===== src/rtl/csr_bank_if.sv =====
// JTAG-side access bus of csr_bank: TAP data-register levels in, latched
// address and read snapshot back out for Capture-DR.
interface csr_bank_if #(
  parameter int unsigned ADDR_W = 3,
  parameter int unsigned DATA_W = 32
);
  logic              dr_csr_addr_valid;
  logic [ADDR_W:0]   dr_csr_addr;
  logic              dr_csr_data_valid;
  logic [DATA_W-1:0] dr_csr_data;
  logic [ADDR_W:0]   csr_addr;
  logic [DATA_W-1:0] csr_data;

  modport master (
    output dr_csr_addr_valid, dr_csr_addr, dr_csr_data_valid, dr_csr_data,
    input  csr_addr, csr_data
  );

  modport slave (
    input  dr_csr_addr_valid, dr_csr_addr, dr_csr_data_valid, dr_csr_data,
    output csr_addr, csr_data
  );
endinterface


===== src/rtl/csr_bank.sv =====
// Parametrised JTAG-accessible CSR bank with RO status registers, write strobes
// and a stable read snapshot. Optional sticky error flag: CSR_BANK_ERR_EN.
module csr_bank #(
  parameter int unsigned                NUM_REGS = 8,
  parameter int unsigned                DATA_W   = 32,
  parameter int unsigned                ADDR_W   = $clog2(NUM_REGS),
  parameter logic [NUM_REGS-1:0]        RO_MASK  = '0,
  parameter logic [NUM_REGS*DATA_W-1:0] RST_VAL  = '0
) (
  input  logic                         sys_clk,
  input  logic                         sys_rst_n,
  csr_bank_if.slave                    bus,
  input  logic [NUM_REGS*DATA_W-1:0]   hw_status,
  output logic [NUM_REGS*DATA_W-1:0]   csr_q,
  output logic [NUM_REGS-1:0]          csr_wr_pulse,
  output logic                         csr_err
);
  typedef enum logic {S_IDLE, S_ARMED} state_e;

  // Highest writable index; a write-1 to bit 0 there clears the error flag.
  function automatic int unsigned top_rw_idx();
    int unsigned t = 0;
    for (int unsigned i = 0; i < NUM_REGS; i++) if (!RO_MASK[i]) t = i;
    return t;
  endfunction
  localparam int unsigned TOP_RW = top_rw_idx();

  state_e              state_q;
  logic                addr_pls, data_pls;
  logic [ADDR_W:0]     addr_q;
  logic [ADDR_W-1:0]   idx;
  logic [DATA_W-1:0]   data_q, rd_val;
  logic                snap_q, snap_d;
  logic [NUM_REGS-1:0] wr_en, pulse_q;
  logic                idx_ok, idx_ro, err_set, err_clr;
  logic                unused_hw;

  cdc_edge_det u_addr_det (
    .clk(sys_clk), .rst_n(sys_rst_n), .async_i(bus.dr_csr_addr_valid), .sync_negedge(addr_pls)
  );
  cdc_edge_det u_data_det (
    .clk(sys_clk), .rst_n(sys_rst_n), .async_i(bus.dr_csr_data_valid), .sync_negedge(data_pls)
  );

  assign idx       = addr_q[ADDR_W:1];
  assign idx_ok    = 32'(idx) < NUM_REGS;
  assign unused_hw = ^hw_status;

  // Register storage; RO slices are wired straight from hw_status.
  for (genvar g = 0; g < NUM_REGS; g++) begin : g_reg
    if (RO_MASK[g]) begin : g_ro
      assign csr_q[g*DATA_W +: DATA_W] = hw_status[g*DATA_W +: DATA_W];
    end else begin : g_rw
      logic [DATA_W-1:0] reg_q;
      always_ff @(posedge sys_clk or negedge sys_rst_n) begin
        if (!sys_rst_n)    reg_q <= RST_VAL[g*DATA_W +: DATA_W];
        else if (wr_en[g]) reg_q <= bus.dr_csr_data;
      end
      assign csr_q[g*DATA_W +: DATA_W] = reg_q;
    end
  end

  always_comb begin
    rd_val = '0;
    idx_ro = 1'b0;
    for (int unsigned i = 0; i < NUM_REGS; i++) begin
      if (32'(idx) == i) begin
        rd_val = csr_q[i*DATA_W +: DATA_W];
        idx_ro = RO_MASK[i];
      end
    end
  end

  // Access decode; a data pulse always uses the address latched before this edge.
  always_comb begin
    wr_en   = '0;
    err_set = 1'b0;
    err_clr = 1'b0;
    snap_d  = addr_pls;
    if (data_pls) begin
      if (state_q == S_IDLE) begin
        err_set = 1'b1;
      end else if (addr_q[0]) begin
        snap_d = 1'b1;
      end else if (!idx_ok || idx_ro) begin
        err_set = 1'b1;
      end else begin
        snap_d = 1'b1;
        for (int unsigned i = 0; i < NUM_REGS; i++) if (32'(idx) == i) wr_en[i] = 1'b1;
        err_clr = (32'(idx) == TOP_RW) && bus.dr_csr_data[0];
      end
    end
  end

  always_ff @(posedge sys_clk or negedge sys_rst_n) begin
    if (!sys_rst_n) begin
      state_q <= S_IDLE;
      addr_q  <= (ADDR_W+1)'(1);
      data_q  <= '0;
      snap_q  <= 1'b0;
      pulse_q <= '0;
    end else begin
      if (addr_pls) begin
        state_q <= S_ARMED;
        addr_q  <= bus.dr_csr_addr;
      end
      snap_q  <= snap_d;
      if (snap_q) data_q <= rd_val;
      pulse_q <= wr_en;
    end
  end

  assign bus.csr_addr = addr_q;
  assign bus.csr_data = data_q;
  assign csr_wr_pulse = pulse_q;

`ifdef CSR_BANK_ERR_EN
  logic err_q;
  always_ff @(posedge sys_clk or negedge sys_rst_n) begin
    if (!sys_rst_n)   err_q <= 1'b0;
    else if (err_set) err_q <= 1'b1;
    else if (err_clr) err_q <= 1'b0;
  end
  assign csr_err = err_q;
`else
  logic unused_err;
  assign unused_err = err_set | err_clr;
  assign csr_err    = 1'b0;
`endif
endmodule

// Two-flop synchroniser with a registered one-cycle falling-edge pulse.
module cdc_edge_det (
  input  logic clk,
  input  logic rst_n,
  input  logic async_i,
  output logic sync_negedge
);
  logic meta_q, sync_q, prev_q, neg_q;

  always_ff @(posedge clk or negedge rst_n) begin
    if (!rst_n) begin
      meta_q <= 1'b0;
      sync_q <= 1'b0;
      prev_q <= 1'b0;
      neg_q  <= 1'b0;
    end else begin
      meta_q <= async_i;
      sync_q <= meta_q;
      prev_q <= sync_q;
      neg_q  <= prev_q & ~sync_q;
    end
  end

  assign sync_negedge = neg_q;
endmodule


===== src/flat_wrapper.sv =====
// flat-port wrapper written by rule: the top's interface ports become plain ports
module csr_bank_flat 
#(
  parameter int unsigned                NUM_REGS = 8,
  parameter int unsigned                DATA_W   = 32,
  parameter int unsigned                ADDR_W   = $clog2(NUM_REGS),
  parameter logic [NUM_REGS-1:0]        RO_MASK  = '0,
  parameter logic [NUM_REGS*DATA_W-1:0] RST_VAL  = '0
)
  (sys_clk, sys_rst_n, hw_status, csr_q, csr_wr_pulse, csr_err, bus_dr_csr_addr_valid, bus_dr_csr_addr, bus_dr_csr_data_valid, bus_dr_csr_data, bus_csr_addr, bus_csr_data);
  csr_bank_if #(.ADDR_W(ADDR_W), .DATA_W(DATA_W)) bus_i ();
  input  logic sys_clk;
  input  logic sys_rst_n;
  input  logic [NUM_REGS*DATA_W-1:0] hw_status;
  output logic [NUM_REGS*DATA_W-1:0] csr_q;
  output logic [NUM_REGS-1:0] csr_wr_pulse;
  output logic csr_err;
  input wire logic [$bits(bus_i.dr_csr_addr_valid)-1:0] bus_dr_csr_addr_valid;
  input wire logic [$bits(bus_i.dr_csr_addr)-1:0] bus_dr_csr_addr;
  input wire logic [$bits(bus_i.dr_csr_data_valid)-1:0] bus_dr_csr_data_valid;
  input wire logic [$bits(bus_i.dr_csr_data)-1:0] bus_dr_csr_data;
  output wire logic [$bits(bus_i.csr_addr)-1:0] bus_csr_addr;
  output wire logic [$bits(bus_i.csr_data)-1:0] bus_csr_data;
  assign bus_i.dr_csr_addr_valid = bus_dr_csr_addr_valid;
  assign bus_i.dr_csr_addr = bus_dr_csr_addr;
  assign bus_i.dr_csr_data_valid = bus_dr_csr_data_valid;
  assign bus_i.dr_csr_data = bus_dr_csr_data;
  assign bus_csr_addr = bus_i.csr_addr;
  assign bus_csr_data = bus_i.csr_data;
  csr_bank #(.NUM_REGS(NUM_REGS), .DATA_W(DATA_W), .ADDR_W(ADDR_W), .RO_MASK(RO_MASK), .RST_VAL(RST_VAL)) u_core (.sys_clk(sys_clk), .sys_rst_n(sys_rst_n), .bus(bus_i), .hw_status(hw_status), .csr_q(csr_q), .csr_wr_pulse(csr_wr_pulse), .csr_err(csr_err));
endmodule

===== config.mk =====
export PLATFORM = sky130hd
export DESIGN_NAME = csr_bank_flat
export DESIGN_NICKNAME = d
export VERILOG_FILES = /design/src/rtl/csr_bank_if.sv /design/src/rtl/csr_bank.sv /design/src/flat_wrapper.sv
export SDC_FILE = /design/constraint.sdc
export NUM_CORES = 1
export LEC_CHECK = 0
export CAP_MARGIN = 30
export CELL_PAD_IN_SITES_DETAIL_PLACEMENT = 0
export CELL_PAD_IN_SITES_GLOBAL_PLACEMENT = 1
export CORE_ASPECT_RATIO = 1.75
export CORE_MARGIN = 2
export CORE_UTILIZATION = 23
export DETAILED_ROUTE_END_ITERATION = 8
export PLACE_DENSITY_LB_ADDON = 0.1
export SLEW_MARGIN = 20
export SYNTH_ARGS = -nofsm -noshare
export SYNTH_HDL_FRONTEND = slang
export SYNTH_HIERARCHICAL = 1
export SYNTH_SLANG_ARGS = --single-unit

===== constraint.sdc =====
create_clock -name sys_clk -period 4.1 [get_ports sys_clk]
set_clock_uncertainty 0.15 [all_clocks]
set_input_delay 0.82 -clock sys_clk [delete_from_list [all_inputs] [get_ports sys_clk]]
set_output_delay 0.82 -clock sys_clk [all_outputs]
set_load 0.03 [all_outputs]

==> results.cfg, run 1 <==
; flow metrics
[yosys]
ys_cells = 1013
synth.cells.most_frequent = dfrtp_1 (309), mux2_2 (205), o21ai_0 (60)
yosys.cell_types.count = 37
avgSynthCellArea_um2 = 13.6
total_nets_after_synthesis = 1309
asyncSetResetFlopFracSynth = 1.00
yosysTopAreaCell = dfrtp_1
synthDominantCellAreaShare = 0.562

[drt]
post_drt_wl_per_cell_um = 25.1
number_of_iterations_in_the_first_detailed_routing_pass = 4

[timing]
setup_ws_ns = 1.05
max_slew.worst_pin.slew_ns = 0.901
grt_setup_unrepaired = no
timing.setup.tns_ns = 0
hold_slack_ns = 0.194
finalSetupViolCount = 0
max_freq_ghz = 0.328

[cts]
postCtsResizedCells = 0
cts_tree = done
cts_root_buffer = clkbuf_16
cts_hold_repair.buffers = 0
clk_pin_slew_ns = 0.06

[power_and_ir_drop]
netSwitchingFraction = 0.398
comb-power_uw = 6670
worst_ir_drop_vdd_mv = 0.427

[finish]
antenna_cells = 0
final_area_um2 = 19200
layout_top_cell = clkdlybuf4s50_1
largest_register_ff_count = 256

[critical_path]
setup.worst_path.class = reg2out
slowest_delay_ns = 0.81
crit_path_end_kind = output port
critPathArrivalTime_ns = 2.08
cell_chain_critical_path = clkdlybuf4s50_1
crit_slowest_cell = clkdlybuf4s50_1

[floorplanning]
placementRows = 118
chipWidth_um = 189
initial_utilization = 0.232
die_area_um2 = 61800

[placed_design]
dpl.cell_count = 2084
hpwl_um = 34700

[hold_path]
hp-class = in2async

[status]
run_status = finished, final reports clean
run 1: layer usage:
metal	part of all wire	vias to the layer above	GRT usage	wire, um
li1	-	4327	-	-
met1	0.40	5037	0.203	21400
met2	0.51	319	0.306	27400
met3	0.073	52	0.0537	3930
met4	0.023	2	0.0498	1220
met5	0.00020	-	0	11
run 1: final timing paths:
path                                                               to  slack, ns  cells past startpoint                                from
max                                                   bus_csr_addr[2]       1.05                      1  u_core/bus.csr_addr[2]$_DFFE_PN0P_
min                        u_core/g_reg[0].g_rw.reg_q[20]$_DFFE_PN0P_       0.19                      1                           sys_rst_n
max reg2reg                 u_core/g_reg[1].g_rw.reg_q[8]$_DFFE_PN0P_       1.31                      4  u_core/bus.csr_addr[3]$_DFFE_PN0P_
min reg2reg                        u_core/u_data_det/sync_q$_DFF_PN0_       0.21                      0  u_core/u_data_det/meta_q$_DFF_PN0_
max in group asynchronous                     u_core/snap_q$_DFF_PN0_       2.58                      2                           sys_rst_n
min in group sys_clk               u_core/u_data_det/sync_q$_DFF_PN0_       0.21                      0  u_core/u_data_det/meta_q$_DFF_PN0_
run 1: final cells by class:
type                       count  area (um2)
clock inverter                 6        30.0
inverter                      31         116
tap                          780         976
multi-input combinational    597        5520
fill                        5976       40000
clock buffer                  55        1130
timing repair buffer         367        3700
sequential                   310        7770
run 1: cell families (layout without fill, tap and decap cells):
group / count (synthesis) / after routing / share of synthesized area
multiplexers: 327 / 327 / 0.282
flip-flops: 310 / 310 / 0.564
AND-OR/OR-AND: 153 / 153 / 0.0676
other: 1 / 1 / 0.000273
buffers and inverters: 106 / 459 / 0.0371
AND/OR/NAND/NOR: 116 / 116 / 0.0482
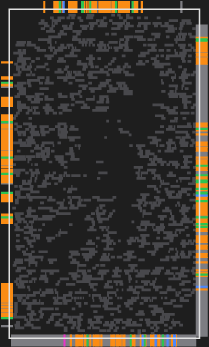
*I/O pins on the die edge, run 1*
Drawn at 1 px/um. Pins as bars across the die edge, other pins in grey.
orange -> csr_q  # pins 256, direction output, edge 87 left, 80 right, 49 top, 40 bottom
blue -> csr_wr_pulse  # pins 8, direction output, edge 5 bottom, 2 right, 1 top
magenta -> bus_dr_csr_data_valid  # pins 1, direction input, edge bottom
green -> bus_csr_data  # pins 32, direction output, edge 15 right, 7 left, 6 top, 4 bottom

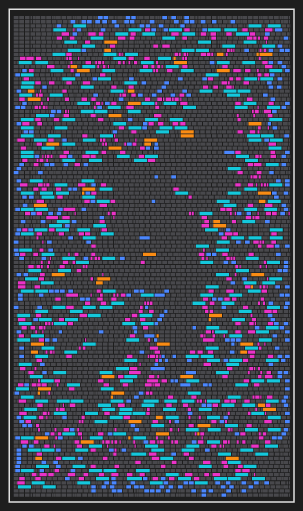
*Cell classes on the final placement, run 1*
Drawn at 1.5 px/um. Fill, decap, tap and diode cells in grey.
blue -> remaining buffers and delay cells  # cells 367
cyan -> sequential cells  # cells 310
orange -> clock drivers and dummy loads  # cells 61
magenta -> combinational and other logic  # cells 628

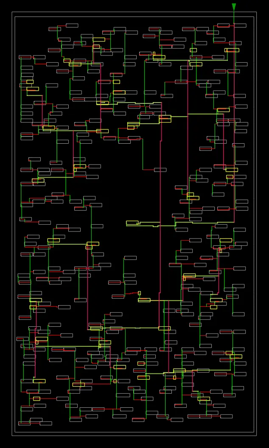
*Clock routing, run 1*
power dissipated in the clock network: 3240 uW
number of clock buffers inserted by TritonCTS: 35
number of sinks driven by the clock tree: 310

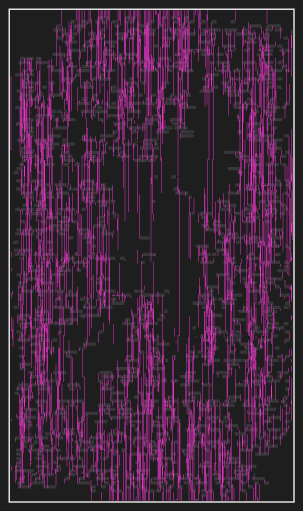
*The metal 2 layer, run 1*
Drawn at 1.5 px/um. Cells faint in the background.
nets with wire on the layer = 1262
main direction = vertical
longest straight run = 116 um

==> run 2, diff against run 1 <==
- clock period: 4.1 -> 3 ns (I/O delays scaled with it)
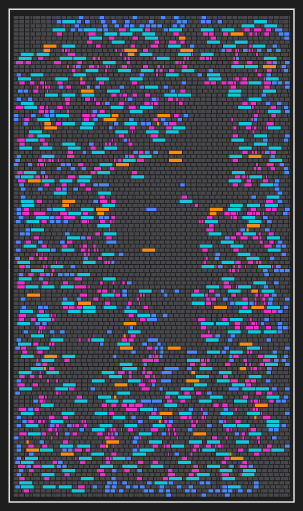
*Cell classes on the final placement, run 2*
Drawn at 1.5 px/um. Fill, decap, tap and diode cells in grey.
cyan -> sequential cells  # cells 310
orange -> clock drivers and dummy loads  # cells 59
magenta -> combinational and other logic  # cells 628
blue -> remaining buffers and delay cells  # cells 380

==> results.cfg, run 2 <==
; flow metrics
[yosys]
fa_ha_area_frac = 0
synthDominantCellAreaShare = 0.562
ys_cells = 1013
yosysTopAreaCell = dfrtp_1
synth-xor-area-share = 0
post_synth_mux_area_share = 0.282
synth-compound-area-share = 0.0676
asyncSetResetFlopFracSynth = 1.00
synth.cellmix.simpleShare = 0.0482
biggest_combinational_cell_group_after_synthesis = multiplexers

[finish]
largest_register_ff_count = 256
layout_top_cell = clkdlybuf4s50_1
final_area_um2 = 19400
antenna_cells = 0

[power_and_ir_drop]
worst_ir_drop_vdd_mv = 0.539
netSwitchingFraction = 0.399

[cts]
postCtsResizedCells = 0
number_of_clock_buffers_inserted_by_tritoncts = 36
cts_hold_repair.buffers = 1
cts_sinks = 310
cts_root_buffer = clkbuf_16

[timing]
grt_setup_unrepaired = no
timing.setup.tns_ns = 0
max_freq_ghz = 0.397
max_slew.worst_pin.slew_ns = 0.893
hold_slack_ns = 0.201

[critical_path]
crit_path_end_kind = output port
setup.worst_path.class = reg2out
crit_slowest_cell = clkdlybuf4s50_1
critical_path_peak_fanout = 4
critPathArrivalTime_ns = 1.77
slowest_delay_ns = 0.68
cell_chain_critical_path = clkdlybuf4s50_1

[floorplanning]
chipWidth_um = 189
die_area_um2 = 61800
dieHeight_um = 327
initial_utilization = 0.232

[drt]
number_of_iterations_in_the_first_detailed_routing_pass = 5
dr.max_layer_used = met4
drt-met1-wl_um = 21700
met2_length_um = 27600

[placed_design]
hpwl_um = 36000
placed_area_um2 = 18200
dpl.cell_count = 2097

[hold_path]
hp-class = reg2reg

[status]
run_status = finished, final reports clean
==> run 2: final timing paths <==
path | from | end | slack (ns) | depth (start not counted)
setup / recovery | u_core/bus.csr_addr[0]$_DFFE_PN1P_ | bus_csr_addr[0] | 0.48 | 1
hold / removal | u_core/u_addr_det/meta_q$_DFF_PN0_ | u_core/u_addr_det/sync_q$_DFF_PN0_ | 0.20 | 0
setup reg to reg | u_core/bus.csr_addr[3]$_DFFE_PN0P_ | u_core/g_reg[0].g_rw.reg_q[14]$_DFFE_PN0P_ | 0.68 | 4
hold reg to reg | u_core/u_addr_det/meta_q$_DFF_PN0_ | u_core/u_addr_det/sync_q$_DFF_PN0_ | 0.20 | 0
max in group asynchronous | sys_rst_n | u_core/bus.csr_addr[0]$_DFFE_PN1P_ | 1.34 | 3
min in group asynchronous | sys_rst_n | u_core/g_reg[7].g_rw.reg_q[14]$_DFFE_PN0P_ | 0.51 | 2
==> run 2: cell type report <==
type	count	area, um2
Clock inverter	2	13.8
Multi-Input combinational cell	597	5520
Tap cell	780	976
Timing Repair Buffer	380	3870
Clock buffer	57	1100
Sequential cell	310	7770
Fill cell	5967	39800
Inverter	31	116
==> run 2: layer usage <==
layer	up-vias	GRT usage
met5	-	0
met4	0	0.0442
met3	54	0.0481
met2	315	0.310
met1	5070	0.206
li1	4358	-
==> run 2: power by group through the flow <==
stage	clock, uW	combinational (uW)	sequential (uW)
final	4290	9200	6860
after global routing	4640	9690	7080
after CTS	4500	9350	6890
after detailed placement	0	9310	6940
after global placement	0	9300	6910
after floorplan	0	2370	9450
==> run 2: logic make-up (layout without fill, tap and decap cells) <==
kind of cell | after synthesis | count (layout)
other cells | 1 | 1
buf+inv | 106 | 470
mux | 327 | 327
compound gates | 153 | 153
flops | 310 | 310
simple gates | 116 | 116
Power and IR drop assume default switching activity.
